clock_wires.png
(1 px per um)
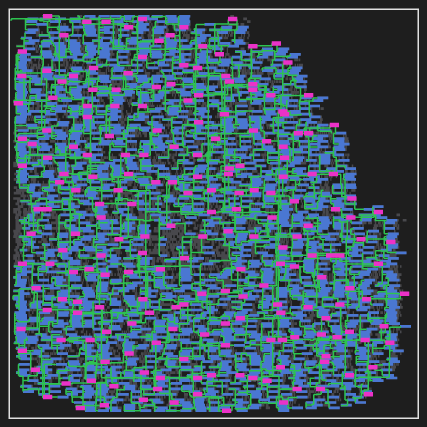
congestion_map.png
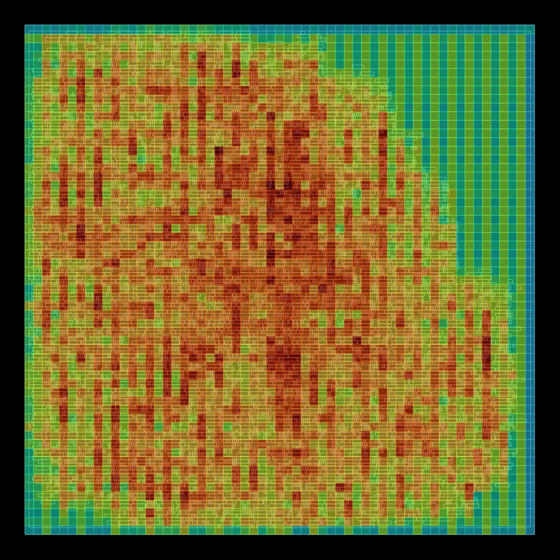
port_trees.png
(1 px per um)
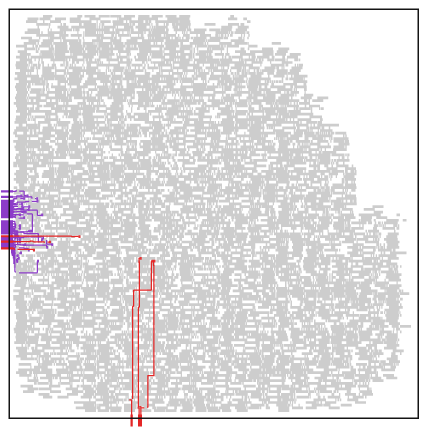
route_heat.png
(1 px per um) The die is cut into 20 by 20 equal tiles; white is low, dark blue is high, scaled to the fullest tile. Values are wire area over tile area, all layers added.
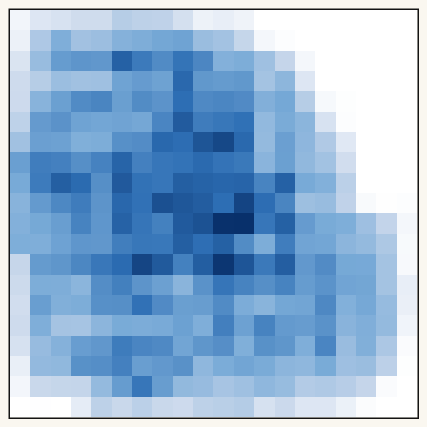
$ cat src/rtl/dmem_pkg.sv
// Shared constants and FSM encoding for the data-memory responder.
package dmem_pkg;

    localparam int unsigned DMEM_ADDR_W        = 6;
    localparam int unsigned DMEM_DATA_W        = 32;
    localparam int unsigned DMEM_NUM_BLOCKS    = 64;
    localparam int unsigned DMEM_ACCESS_CYCLES = 5;

    typedef enum logic [0:0] {
        IDLE   = 1'b0,
        ACCESS = 1'b1
    } dmem_state_e;

endpackage

$ cat src/rtl/dmem_latency_counter.sv
// Access-latency counter: load to 1, count up until it reaches ACCESS_CYCLES, flag done there.
module dmem_latency_counter
    import dmem_pkg::*;
#(
    parameter int unsigned ACCESS_CYCLES = DMEM_ACCESS_CYCLES,
    parameter int unsigned CNT_W         = $clog2(ACCESS_CYCLES + 1)
) (
    input  logic             clock,
    input  logic             reset,
    input  logic             load,
    input  logic             incr,
    output logic [CNT_W-1:0] count,
    output logic             done
);

    always_ff @(posedge clock) begin
        if (!reset) begin
            count <= '0;
        end else if (load) begin
            count <= CNT_W'(1);
        end else if (incr && !done) begin
            count <= count + CNT_W'(1);
        end
    end

    assign done = (count == CNT_W'(ACCESS_CYCLES));

endmodule

$ cat src/rtl/data_memory_responder.sv
// Fixed-latency block memory behind the data cache; stalls the cache via mem_busywait.
// Define DMEM_CLEAR_ON_RESET_EN to zero the whole array on every reset edge.
module data_memory_responder
    import dmem_pkg::*;
#(
    parameter int unsigned ACCESS_CYCLES = DMEM_ACCESS_CYCLES,
    parameter int unsigned NUM_BLOCKS    = DMEM_NUM_BLOCKS,
    parameter int unsigned ADDR_W        = DMEM_ADDR_W,
    parameter int unsigned DATA_W        = DMEM_DATA_W
) (
    input  logic              clock,
    input  logic              reset,
    input  logic              mem_read,
    input  logic              mem_write,
    input  logic [ADDR_W-1:0] mem_address,
    input  logic [DATA_W-1:0] mem_writedata,
    output logic [DATA_W-1:0] mem_readdata,
    output logic              mem_busywait
);

    localparam int unsigned CNT_W = $clog2(ACCESS_CYCLES + 1);

    dmem_state_e       state_q, state_d;
    logic              write_q;
    logic [ADDR_W-1:0] addr_q;
    logic [DATA_W-1:0] wdata_q;
    logic [CNT_W-1:0]  count;
    logic              done;
    logic              cnt_load;
    logic              cnt_incr;
    logic              req;
    logic [DATA_W-1:0] mem [NUM_BLOCKS];

    assign req = mem_read | mem_write;

    dmem_latency_counter #(
        .ACCESS_CYCLES (ACCESS_CYCLES),
        .CNT_W         (CNT_W)
    ) u_counter (
        .clock (clock),
        .reset (reset),
        .load  (cnt_load),
        .incr  (cnt_incr),
        .count (count),
        .done  (done)
    );

    always_comb begin
        state_d      = state_q;
        cnt_load     = 1'b0;
        cnt_incr     = 1'b0;
        mem_busywait = 1'b0;
        unique case (state_q)
            IDLE: begin
                mem_busywait = req;
                if (req) begin
                    state_d  = ACCESS;
                    cnt_load = 1'b1;
                end
            end
            ACCESS: begin
                mem_busywait = !done;
                cnt_incr     = 1'b1;
                if (done) begin
                    state_d = IDLE;
                end
            end
        endcase
        if (!reset) begin
            mem_busywait = 1'b0;
        end
    end

    // Read data loads on the edge that makes count reach ACCESS_CYCLES; with a
    // single-cycle access that is the IDLE->ACCESS edge itself.
    always_ff @(posedge clock) begin
        if (!reset) begin
            state_q      <= IDLE;
            write_q      <= 1'b0;
            addr_q       <= '0;
            wdata_q      <= '0;
            mem_readdata <= '0;
        end else begin
            state_q <= state_d;
            if (state_q == IDLE && req) begin
                write_q <= mem_write;
                addr_q  <= mem_address;
                wdata_q <= mem_writedata;
                if (ACCESS_CYCLES == 1 && !mem_write) begin
                    mem_readdata <= mem[mem_address];
                end
            end
            if (state_q == ACCESS && !write_q && ACCESS_CYCLES > 1 &&
                count == CNT_W'(ACCESS_CYCLES - 1)) begin
                mem_readdata <= mem[addr_q];
            end
        end
    end

    always_ff @(posedge clock) begin
`ifdef DMEM_CLEAR_ON_RESET_EN
        if (!reset) begin
            for (int i = 0; i < NUM_BLOCKS; i++) begin
                mem[i] <= '0;
            end
        end else
`endif
        if (reset && state_q == ACCESS && done && write_q) begin
            mem[addr_q] <= wdata_q;
        end
    end

endmodule

$ cat config.mk
export PLATFORM = sky130hd
export DESIGN_NAME = data_memory_responder
export DESIGN_NICKNAME = d
export VERILOG_FILES = /design/src/rtl/dmem_pkg.sv /design/src/rtl/dmem_latency_counter.sv /design/src/rtl/data_memory_responder.sv
export SDC_FILE = /design/constraint.sdc
export NUM_CORES = 2
export LEC_CHECK = 0
export ABC_AREA = 1
export CORE_MARGIN = 3
export CORE_UTILIZATION = 55
export DETAILED_ROUTE_END_ITERATION = 7
export PLACE_DENSITY = 0.71
export SYNTH_ARGS = -nofsm -noshare
export SYNTH_HDL_FRONTEND = slang
export SYNTH_SLANG_ARGS = --single-unit
$ cat constraint.sdc
create_clock -name clock -period 3.6 [get_ports clock]
set_input_delay 0.36 -clock clock [delete_from_list [all_inputs] [get_ports clock]]
set_output_delay 0.36 -clock clock [all_outputs]
set_load 0.05 [all_outputs]
==> results.json <==
{
  "status": "finished clean",
  "drive_gt1_share_pct": 6.80,
  "async_flop_share_pct": 0,
  "syn_to_final_growth_pct": 11.8,
  "first_global_vias": 58531,
  "fin_ws_ns": 0.669,
  "ys_top_logic_family": "simple AND/OR/NAND/NOR gates",
  "met3_usage_pct": 7.63,
  "cp_num_buf_inv": 4,
  "lay_top_cells": "5702 x nand2_1, 2048 x edfxtp_1, 212 x clkbuf_16",
  "top_cell": "nand2_1",
  "irDropWorstVdd_uv": 486,
  "yosys.area_share.xor_xnor_pct": 0,
  "grt_antenna_before_repair": 12,
  "fp-utilization_pct": 55.6,
  "cts_inserted_buffers": 207,
  "cts_setup_buffers": 0,
  "finalHoldViolations": 0,
  "timing.max_cap.violations": 0,
  "ys_cells": 8775,
  "area_leaders": "edfxtp_1 69%, nand2_1 24%, dfxtp_1 1.7%",
  "p_seq_share_pct": 51.9,
  "largest-register": "mem",
  "final-clk-cell-share_pct": 6.48,
  "cts_max_level": 4,
  "fp_nets": 8820,
  "ff_type": "edfxtp_1",
  "die_h_um": 407,
  "grt.total_usage_pct": 29.7,
  "taps": 2146,
  "seq_cells": 2123,
  "remaining_drc_errors": 0,
  "dp_cells": 10760,
  "reg.largest.list": "mem (2048), mem_readdata (32), wdata_q (32)",
  "holdPathStages": 3,
  "ant_nets": 0,
  "n_all_buffers": 281,
  "top_area_share_pct": 69.4,
  "cp_slowest_cell": "nor2_1",
  "synth_chip_area_mm2": 0.0886,
  "diodes": 5,
  "synth_cell_types": 27,
  "combinationalPowerShare_pct": 9.6,
  "switching_share_pct": 25.3,
  "yosysWarnings": 0,
  "ys_sh_aoi_pct": 0.474,
  "clock_buffers": 269,
  "hold-worst-slack_ns": 0.140,
  "drv_slew": 0,
  "rsz0062_at_grt": "false",
  "worstPathMaxFanout": 60,
  "grt_overflow_total": 0,
  "setup_viol": 0,
  "cp.arrival_ns": 3.67,
  "cts_tree": "built",
  "internal-power_w": 0.0402,
  "cp.depth": 15,
  "seq_share_pct": 63.6,
  "place_area_mm2": 0.0927,
  "mux_area_share_pct": 0,
  "vias": 61530,
  "clk_path_buf_depth": 3,
  "largest_cell_class": "sequential cells",
  "common_cells": "5702 x nand2_1, 2048 x edfxtp_1, 272 x nor2_1",
  "dp_slack_ns": 0.767,
  "power.switching_w": 0.0136,
  "maxPowerGroup": "sequential cells",
  "cts-hold-fix-buffers": 0,
  "start_kind": "flop",
  "netlist_instances": 8775,
  "power_density_mw_per_mm2": 543,
  "die_w_um": 407,
  "slowest_delay_ns": 0.58,
  "synthAdderAreaFrac_pct": 0.0423,
  "gp_congestion": 0.872,
  "ff2ff_setup_slack_ns": 0.67,
  "finalSetupTns_ns": 0,
  "grt_pass1_wl_um": 369000,
  "syn_area_mm2": 0.0886,
  "p_leak_nw": 41.3,
  "endpoint_kind": "flop",
  "drt_first_pass_iters": 8,
  "chip_area_mm2": 0.166,
  "r2r-start": "addr_q[0]$_SDFFE_PN0P_",
  "cts_resized": 0,
  "layout_top_cell_excl_fill_tap": "nand2_1",
  "simple_gate_area_share_pct": 25.7,
  "cp_top_family": "simple AND/OR/NAND/NOR gates",
  "layout.nonclk_buf_share_pct": 2.83,
  "numClockSinks": 2123,
  "worst_r2r_path_depth": 15,
  "path_clk_slew_ns": 0.06,
  "power.total_w": 0.0538,
  "dpl.hpwl_um": 139000,
  "critPathMostFrequentCell": "nand2_1",
  "worst_pin_slew_ns": 1.21,
  "drtIter0Drc": 8131,
  "tool_warnings": 53,
  "path_class": "reg2reg",
  "hold_class": "in2reg",
  "met3_length_um": 33100,
  "cp-endpoint": "mem_readdata[4]$_SDFFE_PN0P_"
}
-- clock_wires.png (at the start) --
[magenta] clock-net drivers | count: 207
[green] clock wires | length: 22.9 mm
[blue] flip-flops | count: 2123
routed clock nets: 208
Latency at later pin: 0.85 ns
power share of the clock group: 38.5%
Setup Skew: 0.0315 ns
power in the clock group: 0.0207 W

-- congestion_map.png (at the start) --
most used routing layer: met2
met2 usage in global routing: 44.0%
final core utilization: 62.2%
met1 Use GR: 42.1%

-- port_trees.png (at the start) --
[red] mem_address | bits: 6 | direction: input | end cells: 6 | buffers: 6 | wire: 635 um
[purple] mem_writedata | bits: 32 | direction: input | end cells: 32 | buffers: 32 | wire: 691 um
IO Port Bufs: 74
IO Count: 75

-- route_heat.png (at the start) --
densest ninth of the die: centre
nearly empty tiles: 13%
mean over tiles: 0.26
fullest tile: 0.60
WL/cell: 22.4 um
Routed WL: 250000 um

Power and IR drop assume default switching activity.
